File: src/rtl/stack_engine.sv
// PUSH/POP rr sequencer for the LR35902 core: owns SP and moves a register pair over a byte bus.
// Optional build macro STACK_GUARD_EN enables start-time stack bounds checking with a fault pulse.
module stack_engine #(
    parameter logic [15:0] SP_RESET  = 16'hFFFE,
    parameter logic [15:0] GUARD_LO  = 16'hC000,
    parameter int          REG_IDX_W = 4
) (
    input  logic                 clk,
    input  logic                 rst,
    input  logic                 start,
    input  logic                 op_pop,
    input  logic                 is_af,
    input  logic [REG_IDX_W-1:0] pair_idx,
    input  logic [15:0]          push_data,
    input  logic                 sp_load,
    input  logic [15:0]          sp_load_val,
    output logic [15:0]          sp,
    output logic                 busy,
    output logic                 done,
    output logic                 fault,
    output logic                 mem_req,
    output logic                 mem_we,
    output logic [15:0]          mem_addr,
    output logic [7:0]           mem_wdata,
    input  logic [7:0]           mem_rdata,
    input  logic                 mem_ready,
    output logic [1:0]           wr_en,
    output logic [REG_IDX_W-1:0] wr_reg,
    output logic [15:0]          wr_data,
    output logic                 flag_we,
    output logic [7:0]           flag_data
);

`ifdef STACK_GUARD_EN
    localparam bit GUARD_ON = 1'b1;
`else
    localparam bit GUARD_ON = 1'b0;
`endif

    typedef enum logic [2:0] {
        IDLE,
        PUSH_HI,
        PUSH_LO,
        POP_LO,
        POP_HI,
        FIN
    } state_t;

    state_t                 state, state_next;
    logic [15:0]            sp_r;
    logic                   pop_q;
    logic                   af_q;
    logic [REG_IDX_W-1:0]   idx_q;
    logic [7:0]             hi_q;
    logic [7:0]             lo_q;

    logic [15:0]            sp_m1;
    logic [15:0]            sp_p1;
    logic [15:0]            sp_m2;
    logic                   guard_hit;
    logic                   start_ok;

    assign sp_m1 = sp_r - 16'd1;
    assign sp_p1 = sp_r + 16'd1;
    assign sp_m2 = sp_r - 16'd2;

    // Bounds are evaluated against the current SP, before the op is accepted.
    assign guard_hit = GUARD_ON && (op_pop ? (sp_r > 16'hFFFD) : (sp_m2 < GUARD_LO));
    assign start_ok  = (state == IDLE) && start && !sp_load && !guard_hit;
    assign fault     = (state == IDLE) && start && !sp_load && guard_hit;
    assign sp        = sp_r;

    always_ff @(posedge clk) begin
        if (rst) begin
            state <= IDLE;
        end else begin
            state <= state_next;
        end
    end

    always_ff @(posedge clk) begin
        if (rst) begin
            sp_r  <= SP_RESET;
            pop_q <= 1'b0;
            af_q  <= 1'b0;
            idx_q <= '0;
            hi_q  <= '0;
            lo_q  <= '0;
        end else begin
            unique case (state)
                IDLE: begin
                    if (sp_load) begin
                        sp_r <= sp_load_val;
                    end else if (start_ok) begin
                        pop_q <= op_pop;
                        af_q  <= is_af;
                        idx_q <= pair_idx;
                        hi_q  <= push_data[15:8];
                        lo_q  <= push_data[7:0];
                    end
                end
                PUSH_HI, PUSH_LO: begin
                    if (mem_ready) sp_r <= sp_m1;
                end
                POP_LO: begin
                    if (mem_ready) begin
                        lo_q <= mem_rdata;
                        sp_r <= sp_p1;
                    end
                end
                POP_HI: begin
                    if (mem_ready) begin
                        hi_q <= mem_rdata;
                        sp_r <= sp_p1;
                    end
                end
                default: ;
            endcase
        end
    end

    always_comb begin
        state_next = state;
        unique case (state)
            IDLE:    if (start_ok) state_next = op_pop ? POP_LO : PUSH_HI;
            PUSH_HI: if (mem_ready) state_next = PUSH_LO;
            PUSH_LO: if (mem_ready) state_next = FIN;
            POP_LO:  if (mem_ready) state_next = POP_HI;
            POP_HI:  if (mem_ready) state_next = FIN;
            FIN:     state_next = IDLE;
            default: state_next = IDLE;
        endcase
    end

    always_comb begin
        busy      = (state != IDLE);
        done      = 1'b0;
        mem_req   = 1'b0;
        mem_we    = 1'b0;
        mem_addr  = '0;
        mem_wdata = '0;
        wr_en     = 2'd0;
        wr_reg    = '0;
        wr_data   = '0;
        flag_we   = 1'b0;
        flag_data = '0;
        unique case (state)
            PUSH_HI: begin
                mem_req   = 1'b1;
                mem_we    = 1'b1;
                mem_addr  = sp_m1;
                mem_wdata = hi_q;
            end
            PUSH_LO: begin
                mem_req   = 1'b1;
                mem_we    = 1'b1;
                mem_addr  = sp_m1;
                mem_wdata = lo_q;
            end
            POP_LO, POP_HI: begin
                mem_req  = 1'b1;
                mem_addr = sp_r;
            end
            FIN: begin
                done = 1'b1;
                if (pop_q) begin
                    wr_reg = idx_q;
                    if (af_q) begin
                        wr_en     = 2'd1;
                        wr_data   = {8'h00, hi_q};
                        flag_we   = 1'b1;
                        flag_data = {lo_q[7:4], 4'h0};
                    end else begin
                        wr_en   = 2'd2;
                        wr_data = {hi_q, lo_q};
                    end
                end
            end
            default: ;
        endcase
    end

endmodule

File: config.mk
export PLATFORM = sky130hd
export DESIGN_NAME = stack_engine
export DESIGN_NICKNAME = d
export VERILOG_FILES = /design/src/rtl/stack_engine.sv
export SDC_FILE = /design/constraint.sdc
export NUM_CORES = 1
export LEC_CHECK = 0
export CAP_MARGIN = 20
export CORE_AREA = 2 2 80 97
export DETAILED_ROUTE_END_ITERATION = 7
export DIE_AREA = 0 0 82 99
export PLACE_DENSITY = 0.95
export RECOVER_POWER = 25
export SLEW_MARGIN = 25
export SYNTH_ARGS = -nofsm -noshare
export SYNTH_HDL_FRONTEND = slang
export SYNTH_SLANG_ARGS = --single-unit
File: constraint.sdc
create_clock -name clk -period 3.3 [get_ports clk]
set_input_delay 0.495 -clock clk [delete_from_list [all_inputs] [get_ports clk]]
set_output_delay 0.495 -clock clk [all_outputs]
set_load 0.02 [all_outputs]
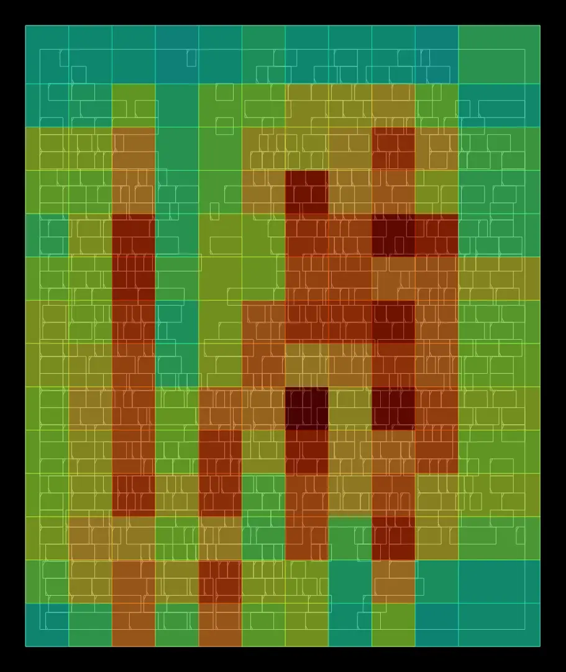
Run 1: routing congestion map
GRT Overall Usage: 0.280
wire per inst: 17.5 um
busiest grt layer: met2

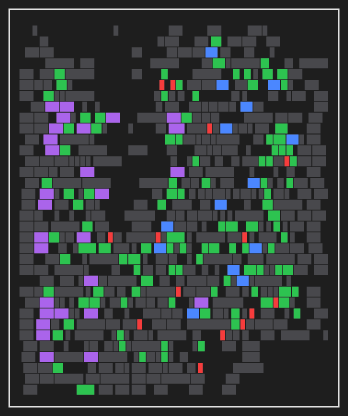
Run 1: gate families picked out
Scale: 4 px per um.
[purple] mux cells | cells: 28 | most used: mux2i_1
[green] aoi and oai cells | cells: 106 | most used: o21ai_0
[red] inv cells | cells: 14 | most used: inv_1
[blue] xor and xnor cells | cells: 14 | most used: xnor2_1

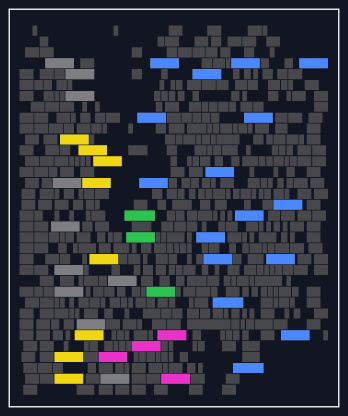
Run 1: where the registers sit
Scale: 4 px per um.
[yellow] lo_q | flops: 8
[magenta] idx_q | flops: 4 | where: bottom middle
[blue] sp | flops: 16
[green] state | flops: 3
not colored: 10
seq pwr: 0.756 mW
sequential share of cell area: 0.174
post-layout util: 0.664

==> GITHUB_STEP_SUMMARY, run 1 <==
## PnR job results

| Metric | Value |
|---|---|
| Syn_area_per_cell | 7.48 um2 |
| Metal1 wirelength | 4.37 mm |
| Design area | 4740 um2 |
| Multi-input gates | 361 |
| Crit path capture | mem_addr[14] |
| Yosys cell count | 459 |
| Clock buf count | 6 |
| Register share after synthesis | 0.239 |
| Synth area leader | dfxtp_1 |
| Final wirelength | 11.4 mm |
| Reg2reg start | state[2] |
| Synth logic family | AND-OR/OR-AND gates |
| Global routing usage on met2 | 0.478 |
| Comb area | 2300 um2 |
| Met3 WL | 1.10 mm |
| Static Leak | 1.82 nW |
| Top sig layer | met4 |
| First-pass GRT wire length | 18.1 mm |
| Vias | 3,995 |
| Combinational share of cell area | 0.485 |
| Crit path launch type | flop |
| Mapped cell area | 3430 um2 |
| Multiplexer share | 0.0820 |
| Syn Inst Count | 459 |
| FF-to-FF path depth | 7 |
| GPL Wtd Cong | 0.922 |
| Most common cell in the netlist | nor2_1 |
| Number of enable flip-flop cells | 0 |
| Clock-pin transition on the worst setup and hold timing paths | 0.09 ns |
| Crit-path max FO | 11 |
| Post-DP HPWL | 8.24 mm |
| Global Route met3 Usage | 0.0632 |
| Worst reg2reg setup slack | 0.77 ns |
| Data buffer area share | 0.283 |
| Slowest stage delay, CP | 0.55 ns |
| Drt drc | 0 |
| Setup-failing EPs final | 0 |
| Sequential fraction of design power | 0.312 |
| Inverters | 14 |
| Final Non-Filler Cells | 653 |
| Ant diodes | 0 |
| Clock group | 0.428 mW |
| Crit path DRT | 2.80 ns |
| Slew margin rel. | 0.533 |
| CTS Buf Count | 5 |
| Clock buf/inv share | 0.0235 |
| Area grow syn2layout | 38.1% |
| Top delay family on crit path | buffers and inverters |
| Largest net degree at the start of global routing | 25 |
| Tmin final | 3.17 ns |
| Nets | 615 |
| Cts hold-fix bufs | 0 |
| Cycle use final | 0.961 |
| Crit path from | sp[0] |
| Leading cell kind | multi-input combinational cells |
| TritonCTS clock tree | yes |
| Launch point of the worst hold path | idx_q[0] |
| Pre-Place Util | 0.481 |
| Hold path endpoint | idx_q[0] |
| Main synth FF type | dfxtp_1 |
| Clk sink count | 41 |
| Crit path capture type | output port |
| Final Hold Viols | 0 |
| Status | complete, no violations |
| Total chip power | 2.42 mW |
| Total gr overflow | 0 |
| Yosys Warn Count | 0 |
| Pwr top | combinational cells |
| Synth area leaders | dfxtp_1, mux2i_1, nor2_1 |
| Power Combinational | 1.24 mW |
| H-tree Lvls | 2 |
| Post-route setup TNS | 0 ns |
| Cell Pwr Density | 510 nW/um2 |
| Met1 Use GR | 0.333 |
| Int Power | 1.35 mW |
| Root Buffer | clkbuf_8 |
| Max rail drop VDD | 284 uV |
| Signal buffers | 139 |
| Tap cells | 90 |
-- run 1: layout by cell type, fill, tap and decap left out, drive strengths merged, types with 6 or more instances in the layout --
| master | count |
|---|---|
| a211oi | 21 |
| a21oi | 20 |
| a221o | 6 |
| a22oi | 8 |
| and2 | 14 |
| and3 | 6 |
| buf | 17 |
| clkbuf | 7 |
| clkdlybuf4s50 | 105 |
| dfxtp | 41 |
| dlygate4sd3 | 16 |
| inv | 14 |
| mux2i | 27 |
| nand2 | 42 |
| nand3 | 10 |
| nand4 | 6 |
| nor2 | 59 |
| nor3 | 12 |
| nor4 | 7 |
| o21a | 6 |
| o21ai | 29 |
| xnor2 | 10 |
-- run 1: registers in the layout, summed over array words and instances (netlist names) --
register and cells:
lo_q 8, state 3, idx_q 4, hi_q 8
af_q 1, sp 16, pop_q 1
## Run 2: what changed since run 1
- SLEW_MARGIN: 25 -> 10
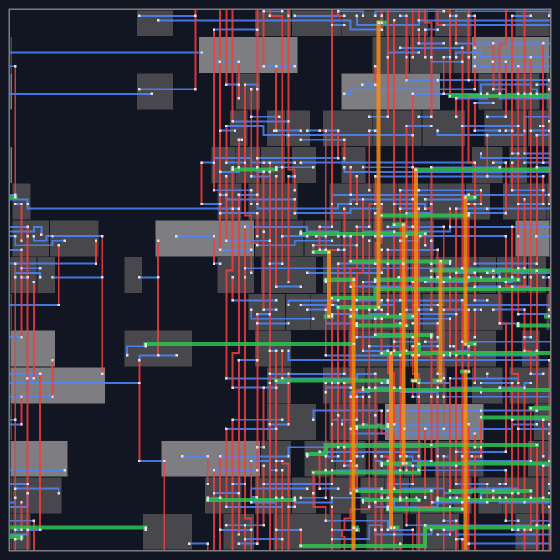
Run 2: close-up of the layout
Region (21, 49) to (61, 89) um. Cells in gray, sequential cells in the stronger gray; small squares are vias.
[green] M3
[orange] M4
[red] M2
[blue] M1
most frequent: nor2_1 (12), nor3_1 (9), dfxtp_1 (8)
sequential cells in the window: 8
cells with their middle in the window: 115
netlist names of flops here include: sp (6), lo_q (2)

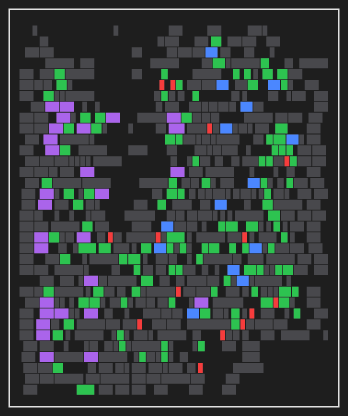
Run 2: gate families picked out
Scale: 4 px per um.
[red] inv cells | cells: 14 | most used: inv_1
[blue] xor and xnor cells | cells: 14 | most used: xnor2_1
[green] aoi and oai cells | cells: 106 | most used: o21ai_0
[purple] mux cells | cells: 28 | most used: mux2i_1
Final Non-Filler Cells: 653
combinational share of cell area: 0.485
most frequent logic cell in the layout: clkdlybuf4s50_1

==> GITHUB_STEP_SUMMARY, run 2 <==
## PnR job results

| Metric | Value |
|---|---|
| Status | complete, no violations |
| Clock-pin transition on the worst setup and hold timing paths | 0.09 ns |
| Syn Inst Count | 459 |
| Cycle use final | 0.961 |
| Reg2reg start | state[2] |
| Clk sink count | 41 |
| Area grow syn2layout | 38.1% |
| Total gr overflow | 0 |
| Int Power | 1.35 mW |
| Multiplexer share | 0.0820 |
| H-tree Lvls | 2 |
| Synth area leaders | dfxtp_1, mux2i_1, nor2_1 |
| Crit path from | sp[0] |
| Top cell area share | 0.239 |
| Leading cell kind | multi-input combinational cells |
| Sw Pwr | 1.07 mW |
| Wire per inst | 17.5 um |
| Crit path capture type | output port |
| CTS Buf Count | 5 |
| Inverters | 14 |
| Crit-path max FO | 11 |
| Pre-CTS WS | 0.204 ns |
| Top delay family on crit path | buffers and inverters |
| Most frequent cells in the layout | clkdlybuf4s50_1, nor2_1, nand2_1 |
| PnR worst setup slack | 0.127 ns |
| Cell Pwr Density | 510 nW/um2 |
| Initial antenna violation count | 0 |
| Design area | 4740 um2 |
| Number of enable flip-flop cells | 0 |
| Tmin final | 3.17 ns |
| Data buffer area share | 0.283 |
| Via/cell ratio | 6.12 |
| FF-to-FF path depth | 7 |
| Clock group | 0.428 mW |
| Total chip power | 2.42 mW |
| Tap cells | 90 |
| GRT Overall Usage | 0.280 |
| Max rail drop VDD | 284 uV |
| Yosys Warn Count | 0 |
| Yosys cell count | 459 |
| Main synth FF type | dfxtp_1 |
| Hold path cells | 2 |
| Slew margin rel. | 0.533 |
| Setup-failing EPs final | 0 |
| Post-layout util | 0.664 |
| Max FFs per register | 16 |
| Synth area leader | dfxtp_1 |
| Launch point of the worst hold path | idx_q[0] |
| Nets | 615 |
| Mapped cell area | 3430 um2 |
| Root Buffer | clkbuf_8 |
| Sequential fraction of design power | 0.312 |
| Crit path capture | mem_addr[14] |
| Register share after synthesis | 0.239 |
| Pre-Place Util | 0.481 |
| Signal buffers | 139 |
| Clock buf/inv share | 0.0235 |
| Synth logic family | AND-OR/OR-AND gates |
| Pwr top | combinational cells |
| Fmax | 315 MHz |
| Detail Route Antenna Nets | 0 |
| Static Leak | 1.82 nW |
| Crit path launch type | flop |
| Crit path DRT | 2.80 ns |
| Post-route setup TNS | 0 ns |
| Syn_area_per_cell | 7.48 um2 |
| Seq pwr | 0.756 mW |
| Vias | 3,995 |
| First-pass GRT wire length | 18.1 mm |
| Multi-input gates | 361 |
| Most common cell in the netlist | nor2_1 |
| Comb area | 2300 um2 |
| Final Hold Viols | 0 |
| Final wirelength | 11.4 mm |
| Drt drc | 0 |
| Slowest stage delay, CP | 0.55 ns |
| Sequential share of cell area | 0.174 |
| GPL Wtd Cong | 0.922 |
| Ant diodes | 0 |
| Hold path endpoint | idx_q[0] |
| Clock buf count | 6 |
| Worst reg2reg setup slack | 0.77 ns |
| Largest net degree at the start of global routing | 25 |
| TritonCTS clock tree | yes |
| Power Combinational | 1.24 mW |
==> run 2: metal layers <==
| metal | GRT usage | vias to the layer above | share of wire | wire length, um |
|---|---|---|---|---|
| met5 | 0 | - | 0 | 0 |
| met4 | 0.109 | 0 | 0.031 | 350 |
| met3 | 0.0632 | 35 | 0.097 | 1100 |
| met2 | 0.478 | 239 | 0.49 | 5580 |
| met1 | 0.333 | 1871 | 0.38 | 4370 |
| li1 | - | 1850 | - | - |
==> run 2: what timing repair did <==
action,in CTS,in global routing
hold buffers,0,0
endpoints found under the setup margin,2,16
buffers inserted,0,1
cloned,0,1
pin swaps,0,0
gates resized,1,5
## Run 3: what changed since run 2
- CAP_MARGIN: 20 -> unset
- TNS_END_PERCENT: unset -> 5
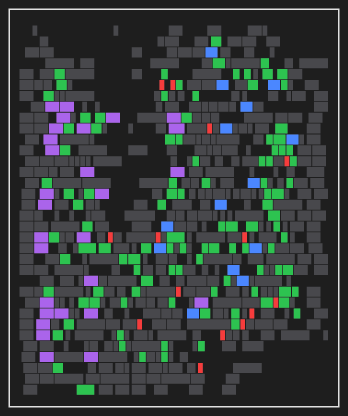
Run 3: gate families picked out
Scale: 4 px per um.
[purple] mux cells | cells: 28 | most used: mux2i_1
[blue] xor and xnor cells | cells: 14 | most used: xnor2_1
[red] inv cells | cells: 14 | most used: inv_1
[green] aoi and oai cells | cells: 106 | most used: o21ai_0

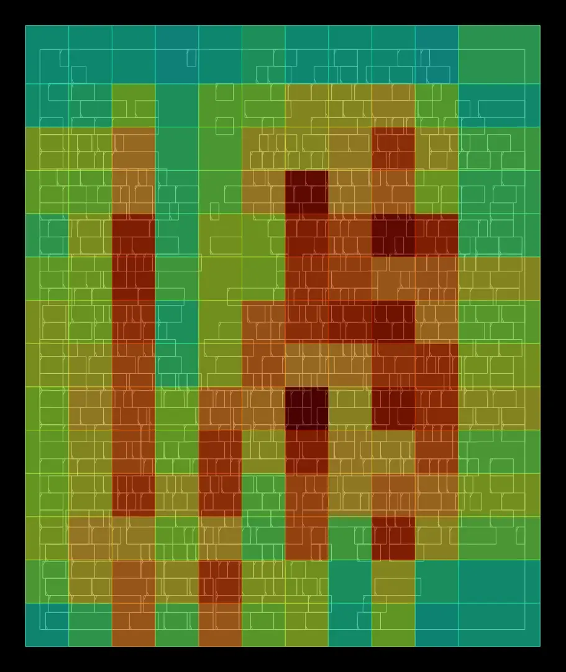
Run 3: routing congestion map
Global Route met3 Usage: 0.0632
post-layout util: 0.663
global routing usage on met2: 0.478
wire per inst: 17.4 um

==> GITHUB_STEP_SUMMARY, run 3 <==
## PnR job results

| Metric | Value |
|---|---|
| Clk sink count | 41 |
| Met1 Use GR | 0.333 |
| TritonCTS clock tree | yes |
| Worst path cell trace | nor4_2 > nand2_1 > or4_1 > nand2_1 > clkdlybuf4s50_1 |
| Slew margin rel. | 0.545 |
| Clock buf count | 6 |
| Met2 Wirelength | 5.54 mm |
| Cycle use final | 0.950 |
| Status | complete, no violations |
| Pwr top | combinational cells |
| Post-DP HPWL | 8.24 mm |
| Data buffer area share | 0.282 |
| Most used cell, CP | nand2_1 |
| Yosys cell count | 459 |
| Filler cells | 595 |
| Sequential share of cell area | 0.173 |
| Top delay family on crit path | simple AND/OR/NAND/NOR gates |
| Seq pwr | 0.754 mW |
| Detail Route Antenna Nets | 0 |
| Comb area | 2300 um2 |
| Largest net degree at the start of global routing | 25 |
| Sequential fraction of design power | 0.312 |
| Synth area leaders | dfxtp_1, mux2i_1, nor2_1 |
| Hold path endpoint | idx_q[0] |
| Clock buf/inv share | 0.0235 |
| Met3 WL | 1.05 mm |
| Final Hold Viols | 0 |
| Signal buffers | 138 |
| Syn_area_per_cell | 7.48 um2 |
| Most frequent logic cell in the layout | clkdlybuf4s50_1 |
| Vias | 3,979 |
| Worst reg2reg setup slack | 0.77 ns |
| Tap cells | 90 |
| Multi-input gates | 361 |
| Power Combinational | 1.24 mW |
| Max rail drop VDD | 285 uV |
| Final wirelength | 11.3 mm |
| Crit path launch type | flop |
| Inverters | 14 |
| Combinational share of cell area | 0.486 |
| Post-CTS Resized | 1 |
| Synth area leader | dfxtp_1 |
| Mapped cell area | 3430 um2 |
| Top sig layer | met4 |
| Top cell area share | 0.239 |
| Register share after synthesis | 0.239 |
| CTS Buf Count | 5 |
| Drt drc | 0 |
| Setup-failing EPs final | 0 |
| Crit path capture type | output port |
| Initial antenna violation count | 0 |
| Leading cell kind | multi-input combinational cells |
| Area grow syn2layout | 38.0% |
| Via/cell ratio | 6.10 |
| Cts hold-fix bufs | 0 |
| H-tree Lvls | 2 |
| Nets | 614 |
| Total gr overflow | 0 |
| Crit path DRT | 2.80 ns |
| Total chip power | 2.42 mW |
| Tmin final | 3.14 ns |
| Busiest grt layer | met2 |
| Clock group | 0.424 mW |
| Ant diodes | 0 |
| Pre-CTS WS | 0.204 ns |
| Number of setup buffers added after CTS | 0 |
| GRT Overall Usage | 0.280 |
| Crit-path max FO | 15 |
| Syn Inst Count | 459 |
| Design area | 4740 um2 |
| Main synth FF type | dfxtp_1 |
| Slowest stage delay, CP | 0.59 ns |
| Yosys Warn Count | 0 |
| Most frequent cells in the layout | clkdlybuf4s50_1, nor2_1, nand2_1, dfxtp_1, o21ai_0 |
| Number of enable flip-flop cells | 0 |
| Pre-Place Util | 0.481 |
| Launch point of the worst hold path | idx_q[0] |
| FF-to-FF path depth | 7 |
| Int Power | 1.35 mW |
| Fmax | 319 MHz |
| Post-route setup TNS | 0 ns |
| First-pass GRT wire length | 18.1 mm |
| PnR worst setup slack | 0.165 ns |
| Sw Pwr | 1.06 mW |
| Reg2reg start | state[2] |
| Most common cell in the netlist | nor2_1 |
| Root Buffer | clkbuf_8 |
| Cell Pwr Density | 510 nW/um2 |
| Clock-pin transition on the worst setup and hold timing paths | 0.09 ns |
[run 3: cell counts after synthesis]
Identical to the previous run, type by type.
[run 3: kinds of logic after synthesis]
family / share of synthesized area
simple gates: 0.266
compound gates: 0.266
buf+inv: 0.104
flops: 0.239
mux: 0.0820
xor+xnor: 0.0357
fa+ha+maj: 0.00728
other cells: 0.00109
[run 3: worst max path at each step]
stage,from,to,slack (ns),depth (start not counted)
after detailed placement,sp[0],mem_addr[8],0.20,7
after CTS,sp[0],mem_addr[8],0.01,7
after floorplan,state[0],wr_data[10],0.65,7
after global routing,sp[2],mem_addr[15],0.02,5
final,sp[2],mem_addr[15],0.16,5
after global placement,sp[0],mem_addr[8],0.29,7
Power figures rest on the tool's default switching activity, not on a simulated workload.
